**Signal wires on met3**

Scale: 1 px per µm.
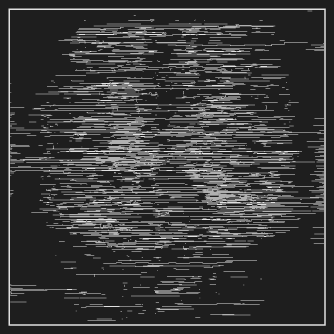
**Met2 routing**

Scale: 1 px per µm. Cells faint in the background.
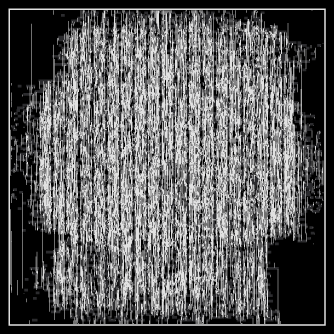
**Gate-type map**

Scale: 1.5 px per µm.
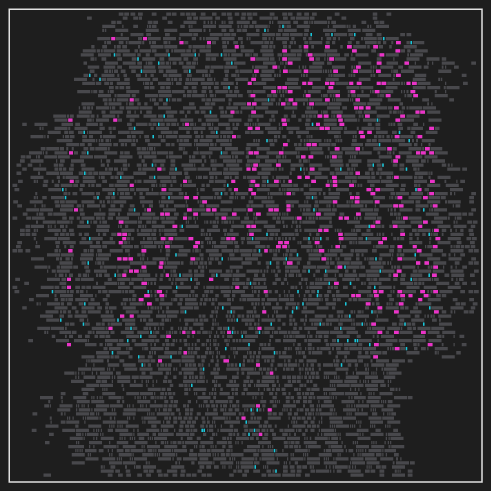
**Drive-strength map**

Scale: 1.5 px per µm.
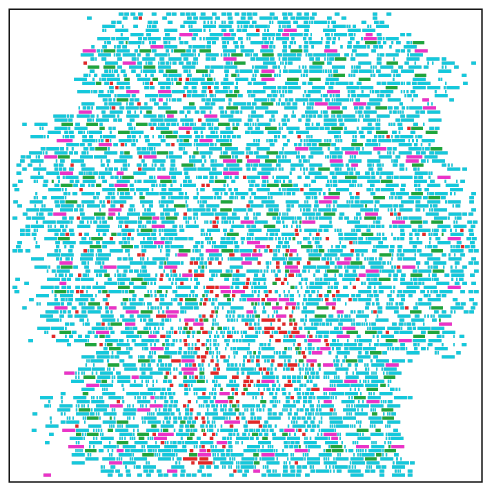
===== src/rtl/alu_rs_pkg.sv =====
// alu_rs_pkg: shared widths, instruction-type codes, constants and entry types
// for the ALU reservation station.
//   snoop(): resolves one operand against the two CDB broadcasts. It is used for
//   dispatch bypass and for wakeup. The ALU port wins when both tags match.
package alu_rs_pkg;

   localparam int unsigned XLEN      = 32;
   localparam int unsigned ROB_IDX_W = 4;
   localparam int unsigned INSTY_W   = 6;

   localparam logic True  = 1'b1;
   localparam logic False = 1'b0;

   localparam logic [XLEN-1:0]      Null32 = '0;
   localparam logic [ROB_IDX_W-1:0] Null4  = '0;

   typedef enum logic [INSTY_W-1:0] {
      InstyAdd, InstySub, InstySll, InstySlt, InstySltu, InstyXor, InstySrl, InstySra,
      InstyOr, InstyAnd, InstyBeq, InstyBne, InstyBlt, InstyBge, InstyBltu, InstyBgeu,
      InstyJalr
   } insty_e;

   typedef struct packed {
      logic                 rdy;
      logic [XLEN-1:0]      val;
      logic [ROB_IDX_W-1:0] q;
   } operand_t;

   typedef struct packed {
      logic                 busy;
      logic [INSTY_W-1:0]   insty;
      operand_t             op1;
      operand_t             op2;
      logic [ROB_IDX_W-1:0] rob_idx;
   } rs_entry_t;

   typedef struct packed {
      logic                 flag;
      logic [ROB_IDX_W-1:0] idx;
      logic [XLEN-1:0]      val;
   } cdb_t;

   function automatic operand_t snoop(operand_t op, cdb_t alu, cdb_t lsb);
      operand_t res;
      res = op;
      if (!op.rdy) begin
         if (alu.flag && (op.q == alu.idx)) begin
            res.rdy = True;
            res.val = alu.val;
         end else if (lsb.flag && (op.q == lsb.idx)) begin
            res.rdy = True;
            res.val = lsb.val;
         end
      end
      return res;
   endfunction

endpackage


===== src/rtl/alu_rs_if.sv =====
// alu_rs_if: dispatch, CDB-snoop and ALU-issue signals of the ALU reservation
// station.
//   master: dispatcher/CDB/ALU side (drives dispatch and CDB, sees issue + rs_full)
//   slave : the reservation station itself
interface alu_rs_if;
   import alu_rs_pkg::*;

   logic                 disp_flag;
   logic [INSTY_W-1:0]   disp_insty;
   logic                 disp_rdy1;
   logic                 disp_rdy2;
   logic [XLEN-1:0]      disp_v1;
   logic [XLEN-1:0]      disp_v2;
   logic [ROB_IDX_W-1:0] disp_q1;
   logic [ROB_IDX_W-1:0] disp_q2;
   logic [ROB_IDX_W-1:0] disp_rob_idx;
   logic                 rs_full;

   logic                 cdb_alu_flag;
   logic [ROB_IDX_W-1:0] cdb_alu_idx;
   logic [XLEN-1:0]      cdb_alu_val;
   logic                 cdb_lsb_flag;
   logic [ROB_IDX_W-1:0] cdb_lsb_idx;
   logic [XLEN-1:0]      cdb_lsb_val;

   logic                 ins_flag;
   logic [INSTY_W-1:0]   insty;
   logic [XLEN-1:0]      val1;
   logic [XLEN-1:0]      val2;
   logic [ROB_IDX_W-1:0] ROB_idx;

   modport master (
      output disp_flag, disp_insty, disp_rdy1, disp_rdy2, disp_v1, disp_v2, disp_q1, disp_q2,
             disp_rob_idx, cdb_alu_flag, cdb_alu_idx, cdb_alu_val, cdb_lsb_flag, cdb_lsb_idx,
             cdb_lsb_val,
      input  rs_full, ins_flag, insty, val1, val2, ROB_idx
   );

   modport slave (
      input  disp_flag, disp_insty, disp_rdy1, disp_rdy2, disp_v1, disp_v2, disp_q1, disp_q2,
             disp_rob_idx, cdb_alu_flag, cdb_alu_idx, cdb_alu_val, cdb_lsb_flag, cdb_lsb_idx,
             cdb_lsb_val,
      output rs_full, ins_flag, insty, val1, val2, ROB_idx
   );

endinterface


===== src/rtl/alu_rs_select.sv =====
// alu_rs_select: N-wide request picker returning a valid bit and an index.
//   req   : request vector
//   age   : per-entry age (only with ALU_RS_AGE_PRIORITY_EN defined)
//   valid : some request set
//   idx   : chosen index; lowest index by default, or the largest age with
//           ties going to the lowest index when ALU_RS_AGE_PRIORITY_EN is defined
module alu_rs_select #(
   parameter int unsigned N = 8,
   localparam int unsigned IdxW = $clog2(N)
) (
   input  logic [N-1:0]            req,
`ifdef ALU_RS_AGE_PRIORITY_EN
   input  logic [N-1:0][IdxW-1:0]  age,
`endif
   output logic                    valid,
   output logic [IdxW-1:0]         idx
);

`ifdef ALU_RS_AGE_PRIORITY_EN
   logic [IdxW-1:0] best;
`endif

   always_comb begin
      valid = 1'b0;
      idx   = '0;
`ifdef ALU_RS_AGE_PRIORITY_EN
      best  = '0;
`endif
      for (int unsigned i = 0; i < N; i++) begin
         if (req[i]) begin
`ifdef ALU_RS_AGE_PRIORITY_EN
            // strict compare keeps the lower index on equal age
            if (!valid || (age[i] > best)) begin
               valid = 1'b1;
               idx   = IdxW'(i);
               best  = age[i];
            end
`else
            if (!valid) begin
               valid = 1'b1;
               idx   = IdxW'(i);
            end
`endif
         end
      end
   end

endmodule


===== src/rtl/alu_rs.sv =====
// alu_rs: reservation station in front of the integer ALU.
//   clk, rst (async, active-low), rdy (global run enable, low = stall),
//   jp_wrong (mispredict flush), bus (alu_rs_if.slave: dispatch, CDB snoop, issue).
// Optional macro ALU_RS_AGE_PRIORITY_EN: oldest-ready-first select via per-entry
// age counters; undefined selects the lowest-index ready entry.
module alu_rs
   import alu_rs_pkg::*;
#(
   parameter int unsigned RS_SIZE = 8
) (
   input logic         clk,
   input logic         rst,
   input logic         rdy,
   input logic         jp_wrong,
   alu_rs_if.slave     bus
);

   localparam int unsigned IdxW = $clog2(RS_SIZE);

   rs_entry_t [RS_SIZE-1:0] ent_q, ent_d;
   rs_entry_t               new_ent;
   logic [RS_SIZE-1:0]      busy_vec, ready_vec;
   logic                    rs_full;
   logic                    sel_valid, free_valid;
   logic [IdxW-1:0]         sel_idx, free_idx;
   cdb_t                    cdb_alu, cdb_lsb;

   logic                    ins_flag_q, ins_flag_d;
   logic [INSTY_W-1:0]      insty_q, insty_d;
   logic [XLEN-1:0]         val1_q, val1_d, val2_q, val2_d;
   logic [ROB_IDX_W-1:0]    rob_idx_q, rob_idx_d;

`ifdef ALU_RS_AGE_PRIORITY_EN
   logic [RS_SIZE-1:0][IdxW-1:0] age_q, age_d;
`endif

   assign cdb_alu = '{flag: bus.cdb_alu_flag, idx: bus.cdb_alu_idx, val: bus.cdb_alu_val};
   assign cdb_lsb = '{flag: bus.cdb_lsb_flag, idx: bus.cdb_lsb_idx, val: bus.cdb_lsb_val};

   // Select only sees registered readiness; same-edge wakeups issue a cycle later.
   always_comb begin
      for (int unsigned i = 0; i < RS_SIZE; i++) begin
         busy_vec[i]  = ent_q[i].busy;
         ready_vec[i] = ent_q[i].busy & ent_q[i].op1.rdy & ent_q[i].op2.rdy;
      end
   end

   // Conservative: a slot freed by issue at this edge is not reusable until the next.
   assign rs_full     = &busy_vec;
   assign bus.rs_full = rs_full;

   alu_rs_select #(.N(RS_SIZE)) u_issue_sel (
      .req   (ready_vec),
`ifdef ALU_RS_AGE_PRIORITY_EN
      .age   (age_q),
`endif
      .valid (sel_valid),
      .idx   (sel_idx)
   );

   alu_rs_select #(.N(RS_SIZE)) u_free_sel (
      .req   (~busy_vec),
`ifdef ALU_RS_AGE_PRIORITY_EN
      .age   ('0),
`endif
      .valid (free_valid),
      .idx   (free_idx)
   );

   always_comb begin
      new_ent         = '0;
      new_ent.busy    = True;
      new_ent.insty   = bus.disp_insty;
      new_ent.op1     = snoop(operand_t'{bus.disp_rdy1, bus.disp_v1, bus.disp_q1}, cdb_alu, cdb_lsb);
      new_ent.op2     = snoop(operand_t'{bus.disp_rdy2, bus.disp_v2, bus.disp_q2}, cdb_alu, cdb_lsb);
      new_ent.rob_idx = bus.disp_rob_idx;
   end

   always_comb begin
      ent_d      = ent_q;
      ins_flag_d = ins_flag_q;
      insty_d    = insty_q;
      val1_d     = val1_q;
      val2_d     = val2_q;
      rob_idx_d  = rob_idx_q;
`ifdef ALU_RS_AGE_PRIORITY_EN
      age_d      = age_q;
`endif
      if (rdy) begin
         if (jp_wrong) begin
            for (int unsigned i = 0; i < RS_SIZE; i++) ent_d[i].busy = False;
            ins_flag_d = False;
         end else begin
            for (int unsigned i = 0; i < RS_SIZE; i++) begin
               if (ent_q[i].busy) begin
                  ent_d[i].op1 = snoop(ent_q[i].op1, cdb_alu, cdb_lsb);
                  ent_d[i].op2 = snoop(ent_q[i].op2, cdb_alu, cdb_lsb);
               end
            end
            if (sel_valid) begin
               ins_flag_d          = True;
               insty_d             = ent_q[sel_idx].insty;
               val1_d              = ent_q[sel_idx].op1.val;
               val2_d              = ent_q[sel_idx].op2.val;
               rob_idx_d           = ent_q[sel_idx].rob_idx;
               ent_d[sel_idx].busy = False;
            end else begin
               ins_flag_d = False;
            end
            // free_valid is exactly !rs_full
            if (bus.disp_flag && free_valid) begin
               ent_d[free_idx] = new_ent;
`ifdef ALU_RS_AGE_PRIORITY_EN
               for (int unsigned i = 0; i < RS_SIZE; i++) begin
                  if (ent_q[i].busy && (age_q[i] != '1)) age_d[i] = age_q[i] + 1'b1;
               end
               age_d[free_idx] = '0;
`endif
            end
         end
      end
   end

   always_ff @(posedge clk or negedge rst) begin
      if (!rst) begin
         ent_q      <= '0;
         ins_flag_q <= False;
         insty_q    <= '0;
         val1_q     <= Null32;
         val2_q     <= Null32;
         rob_idx_q  <= Null4;
`ifdef ALU_RS_AGE_PRIORITY_EN
         age_q      <= '0;
`endif
      end else begin
         ent_q      <= ent_d;
         ins_flag_q <= ins_flag_d;
         insty_q    <= insty_d;
         val1_q     <= val1_d;
         val2_q     <= val2_d;
         rob_idx_q  <= rob_idx_d;
`ifdef ALU_RS_AGE_PRIORITY_EN
         age_q      <= age_d;
`endif
      end
   end

   assign bus.ins_flag = ins_flag_q;
   assign bus.insty    = insty_q;
   assign bus.val1     = val1_q;
   assign bus.val2     = val2_q;
   assign bus.ROB_idx  = rob_idx_q;

   // Dispatching into a full station is a protocol violation; the op is dropped.
   disp_when_full: assert property (@(posedge clk) disable iff (!rst)
                                    !(rdy && bus.disp_flag && rs_full))
      else $warning("alu_rs: dispatch while rs_full dropped");

endmodule

===== src/flat_wrapper.sv =====
// flat-port wrapper written by rule: the top's interface ports become plain ports
module alu_rs_flat import alu_rs_pkg::*;
#(
   parameter int unsigned RS_SIZE = 8
)
  (clk, rst, rdy, jp_wrong, bus_disp_flag, bus_disp_insty, bus_disp_rdy1, bus_disp_rdy2, bus_disp_v1, bus_disp_v2, bus_disp_q1, bus_disp_q2, bus_disp_rob_idx, bus_cdb_alu_flag, bus_cdb_alu_idx, bus_cdb_alu_val, bus_cdb_lsb_flag, bus_cdb_lsb_idx, bus_cdb_lsb_val, bus_rs_full, bus_ins_flag, bus_insty, bus_val1, bus_val2, bus_ROB_idx);
  alu_rs_if bus_i ();
  input logic clk;
  input logic rst;
  input logic rdy;
  input logic jp_wrong;
  input wire logic [$bits(bus_i.disp_flag)-1:0] bus_disp_flag;
  input wire logic [$bits(bus_i.disp_insty)-1:0] bus_disp_insty;
  input wire logic [$bits(bus_i.disp_rdy1)-1:0] bus_disp_rdy1;
  input wire logic [$bits(bus_i.disp_rdy2)-1:0] bus_disp_rdy2;
  input wire logic [$bits(bus_i.disp_v1)-1:0] bus_disp_v1;
  input wire logic [$bits(bus_i.disp_v2)-1:0] bus_disp_v2;
  input wire logic [$bits(bus_i.disp_q1)-1:0] bus_disp_q1;
  input wire logic [$bits(bus_i.disp_q2)-1:0] bus_disp_q2;
  input wire logic [$bits(bus_i.disp_rob_idx)-1:0] bus_disp_rob_idx;
  input wire logic [$bits(bus_i.cdb_alu_flag)-1:0] bus_cdb_alu_flag;
  input wire logic [$bits(bus_i.cdb_alu_idx)-1:0] bus_cdb_alu_idx;
  input wire logic [$bits(bus_i.cdb_alu_val)-1:0] bus_cdb_alu_val;
  input wire logic [$bits(bus_i.cdb_lsb_flag)-1:0] bus_cdb_lsb_flag;
  input wire logic [$bits(bus_i.cdb_lsb_idx)-1:0] bus_cdb_lsb_idx;
  input wire logic [$bits(bus_i.cdb_lsb_val)-1:0] bus_cdb_lsb_val;
  output wire logic [$bits(bus_i.rs_full)-1:0] bus_rs_full;
  output wire logic [$bits(bus_i.ins_flag)-1:0] bus_ins_flag;
  output wire logic [$bits(bus_i.insty)-1:0] bus_insty;
  output wire logic [$bits(bus_i.val1)-1:0] bus_val1;
  output wire logic [$bits(bus_i.val2)-1:0] bus_val2;
  output wire logic [$bits(bus_i.ROB_idx)-1:0] bus_ROB_idx;
  assign bus_i.disp_flag = bus_disp_flag;
  assign bus_i.disp_insty = bus_disp_insty;
  assign bus_i.disp_rdy1 = bus_disp_rdy1;
  assign bus_i.disp_rdy2 = bus_disp_rdy2;
  assign bus_i.disp_v1 = bus_disp_v1;
  assign bus_i.disp_v2 = bus_disp_v2;
  assign bus_i.disp_q1 = bus_disp_q1;
  assign bus_i.disp_q2 = bus_disp_q2;
  assign bus_i.disp_rob_idx = bus_disp_rob_idx;
  assign bus_i.cdb_alu_flag = bus_cdb_alu_flag;
  assign bus_i.cdb_alu_idx = bus_cdb_alu_idx;
  assign bus_i.cdb_alu_val = bus_cdb_alu_val;
  assign bus_i.cdb_lsb_flag = bus_cdb_lsb_flag;
  assign bus_i.cdb_lsb_idx = bus_cdb_lsb_idx;
  assign bus_i.cdb_lsb_val = bus_cdb_lsb_val;
  assign bus_rs_full = bus_i.rs_full;
  assign bus_ins_flag = bus_i.ins_flag;
  assign bus_insty = bus_i.insty;
  assign bus_val1 = bus_i.val1;
  assign bus_val2 = bus_i.val2;
  assign bus_ROB_idx = bus_i.ROB_idx;
  alu_rs #(.RS_SIZE(RS_SIZE)) u_core (.clk(clk), .rst(rst), .rdy(rdy), .jp_wrong(jp_wrong), .bus(bus_i));
endmodule

===== config.mk =====
export PLATFORM = sky130hd
export DESIGN_NAME = alu_rs_flat
export DESIGN_NICKNAME = d
export VERILOG_FILES = /design/src/rtl/alu_rs_pkg.sv /design/src/rtl/alu_rs_if.sv /design/src/rtl/alu_rs_select.sv /design/src/rtl/alu_rs.sv /design/src/flat_wrapper.sv
export SDC_FILE = /design/constraint.sdc
export NUM_CORES = 2
export LEC_CHECK = 0
export CAP_MARGIN = 20
export CORE_UTILIZATION = 45
export DETAILED_ROUTE_END_ITERATION = 16
export PLACE_DENSITY = 0.64
export SETUP_SLACK_MARGIN = 0.4
export SLEW_MARGIN = 10
export SYNTH_ARGS = -nofsm -noshare
export SYNTH_HDL_FRONTEND = slang
export SYNTH_HIERARCHICAL = 1
export SYNTH_SLANG_ARGS = --single-unit
export TNS_END_PERCENT = 5

===== constraint.sdc =====
create_clock -name clk -period 4.9 [get_ports clk]
set_clock_uncertainty 0.2 [all_clocks]
set_input_delay 0.98 -clock clk [delete_from_list [all_inputs] [get_ports clk]]
set_output_delay 0.98 -clock clk [all_outputs]
set_load 0.02 [all_outputs]

==> impl_metrics.env <==
# flow metrics
export IMPL_routedWlPerCell_um=32.5
export IMPL_ff_type="dfrtp_1"
export IMPL_yosysTopAreaCell="dfrtp_1"
export IMPL_finalSetupViolCount=0
export IMPL_cts_root_buf="clkbuf_16"
export IMPL_clock_sinks=755
export IMPL_numCtsBuffers=86
export IMPL_min_period_over_period=0.834
export IMPL_largest_register="u_core/ent_q"
export IMPL_grt_pass1_vias=40137
export IMPL_syn_area_per_cell_um2=9.96
export IMPL_first_iter_violations=6736
export IMPL_ff2ff_path_depth=11
export IMPL_hold_slack_ns=0.0726
export IMPL_max_freq_ghz=0.245
export IMPL_drive_gt1_frac=0.144
export IMPL_xor_share=0.0272
export IMPL_regToRegStartpoint="u_core/busy_vec[5]"
export IMPL_cp_max_fo=72
export IMPL_postLayoutCellArea_mm2=0.0512
export IMPL_slowest_delay_ns=0.76
export IMPL_area_growth_pct=16.7
export IMPL_status="finished, final reports clean"
export IMPL_power_frac_seq=0.398
export IMPL_yosys_area_mm2=0.0439
export IMPL_drt_pass1_iter_count=13
export IMPL_dieHeight_um=314
export IMPL_place_area_mm2=0.0482
export IMPL_largest_reg_flops=672
export IMPL_layout_top_cells="755 x dfrtp_1, 694 x nand2_1, 290 x mux2i_1"
export IMPL_crit_cells=11
export IMPL_clkPwrFrac=0.297
export IMPL_power_leader="registers"
export IMPL_portBuffers=238
export IMPL_fin_util=0.530
export IMPL_drc=0
export IMPL_crit_path_end="u_core/ent_q[12]"
export IMPL_die_area_mm2=0.0987
export IMPL_cell_internal_pwr_w=0.0153
export IMPL_endpoint_kind="register"
export IMPL_powerDensity_mw_per_mm2=450
export IMPL_drv_cap=0
export IMPL_grt_overflow_total=0
export IMPL_syn_cell_area_mm2=0.0439
export IMPL_antenna_found_initial=12
export IMPL_required_ns=5.19
export IMPL_warnings=32
export IMPL_combPwrFrac=0.305
export IMPL_logic_family="AND-OR/OR-AND gates"
export IMPL_cp_cell_sequence="inv_1, nor3_1, a211o_1, a221oi_1, or2_2, nor2_1, buf_4, nand2_2, buf_12, and2_0, a221oi_1"
export IMPL_num_rows=114
export IMPL_grt_use_met1=0.488
export IMPL_grt_max_degree=114
export IMPL_h_tree_depth=3
export IMPL_fp_util=0.454
export IMPL_path_clk_slew_ns=0.06
export IMPL_setup_slack_ns=0.812
export IMPL_hpwl_mm=112
export IMPL_wirelength_met1_mm=69.2
export IMPL_grt_pass1_wl_mm=272
export IMPL_crit_buf_inv=3
export IMPL_core_mm2=0.0966
export IMPL_synth_seq_share=0.431
export IMPL_ys_sh_mux=0.153
export IMPL_cp_start_kind="register"
export IMPL_dp_cells=5643
export IMPL_routabilityCongestion=0.999
export IMPL_slowest_stage="a221oi_1"
export IMPL_cpMostUsedCell="a221oi_1"
export IMPL_ys_sh_aoi=0.206
export IMPL_place_ws_ns=0.524
export IMPL_p_switching_w=0.00768
## Picture notes: 'signal wires on met3'
nets with wire on the layer: 689
wire length on this layer: 27.1 mm
longest straight run: 187 µm
main direction: horizontal
share of all routed wire: 14%
GR Layer Usage met3: 0.122
via count: 41121

## Picture notes: 'met2 routing'
main direction: vertical
longest straight run: 109 µm
met2 Usage GRT: 0.544
Routed WL: 188 mm

## Picture notes: 'gate-type map'
[cyan] inverters | cells: 154 | most used: inv_1
[magenta] AND-OR and OR-AND gates | cells: 310 | most used: a221o_1
non-filler instance count after layout: 5802
combinational share of cell area: 0.443
most common logic cell in the routed design: dfrtp_1

## Picture notes: 'drive-strength map'
[green] drive 2 | cells: 259 | most used: mux4_2
[red] drive 3 to 4 | cells: 238 | most used: buf_4
[magenta] drive 6 and up | cells: 154 | most used: clkbuf_16
[cyan] drive 1 or less | cells: 3870 | most used: dfrtp_1

-- layout make-up --
class | count | area (µm²) | share of cell area
sequential | 755 | 18900 | 0.369
timing repair buffer | 470 | 4520 | 0.0884
inverter | 154 | 578 | 0.0113
clock buffer | 124 | 2540 | 0.0495
multi-input combinational | 2989 | 22700 | 0.443
antenna | 5 | 12.5 | 0.000244
clock inverter | 29 | 385 | 0.00753
tap | 1276 | 1600 | 0.0312
-- cell usage after synthesis, types with 71 or more instances --
master	n
dfrtp_1	755
nand2_1	702
clkbuf_1	390
mux2i_1	290
a221o_1	206
nand3_1	172
o21ai_0	162
inv_1	151
mux4_2	148
nor2_1	143
a21oi_1	135
a222oi_1	108
o221ai_1	100
a221oi_1	93
a22oi_1	88
xnor2_1	76
a22o_1	71
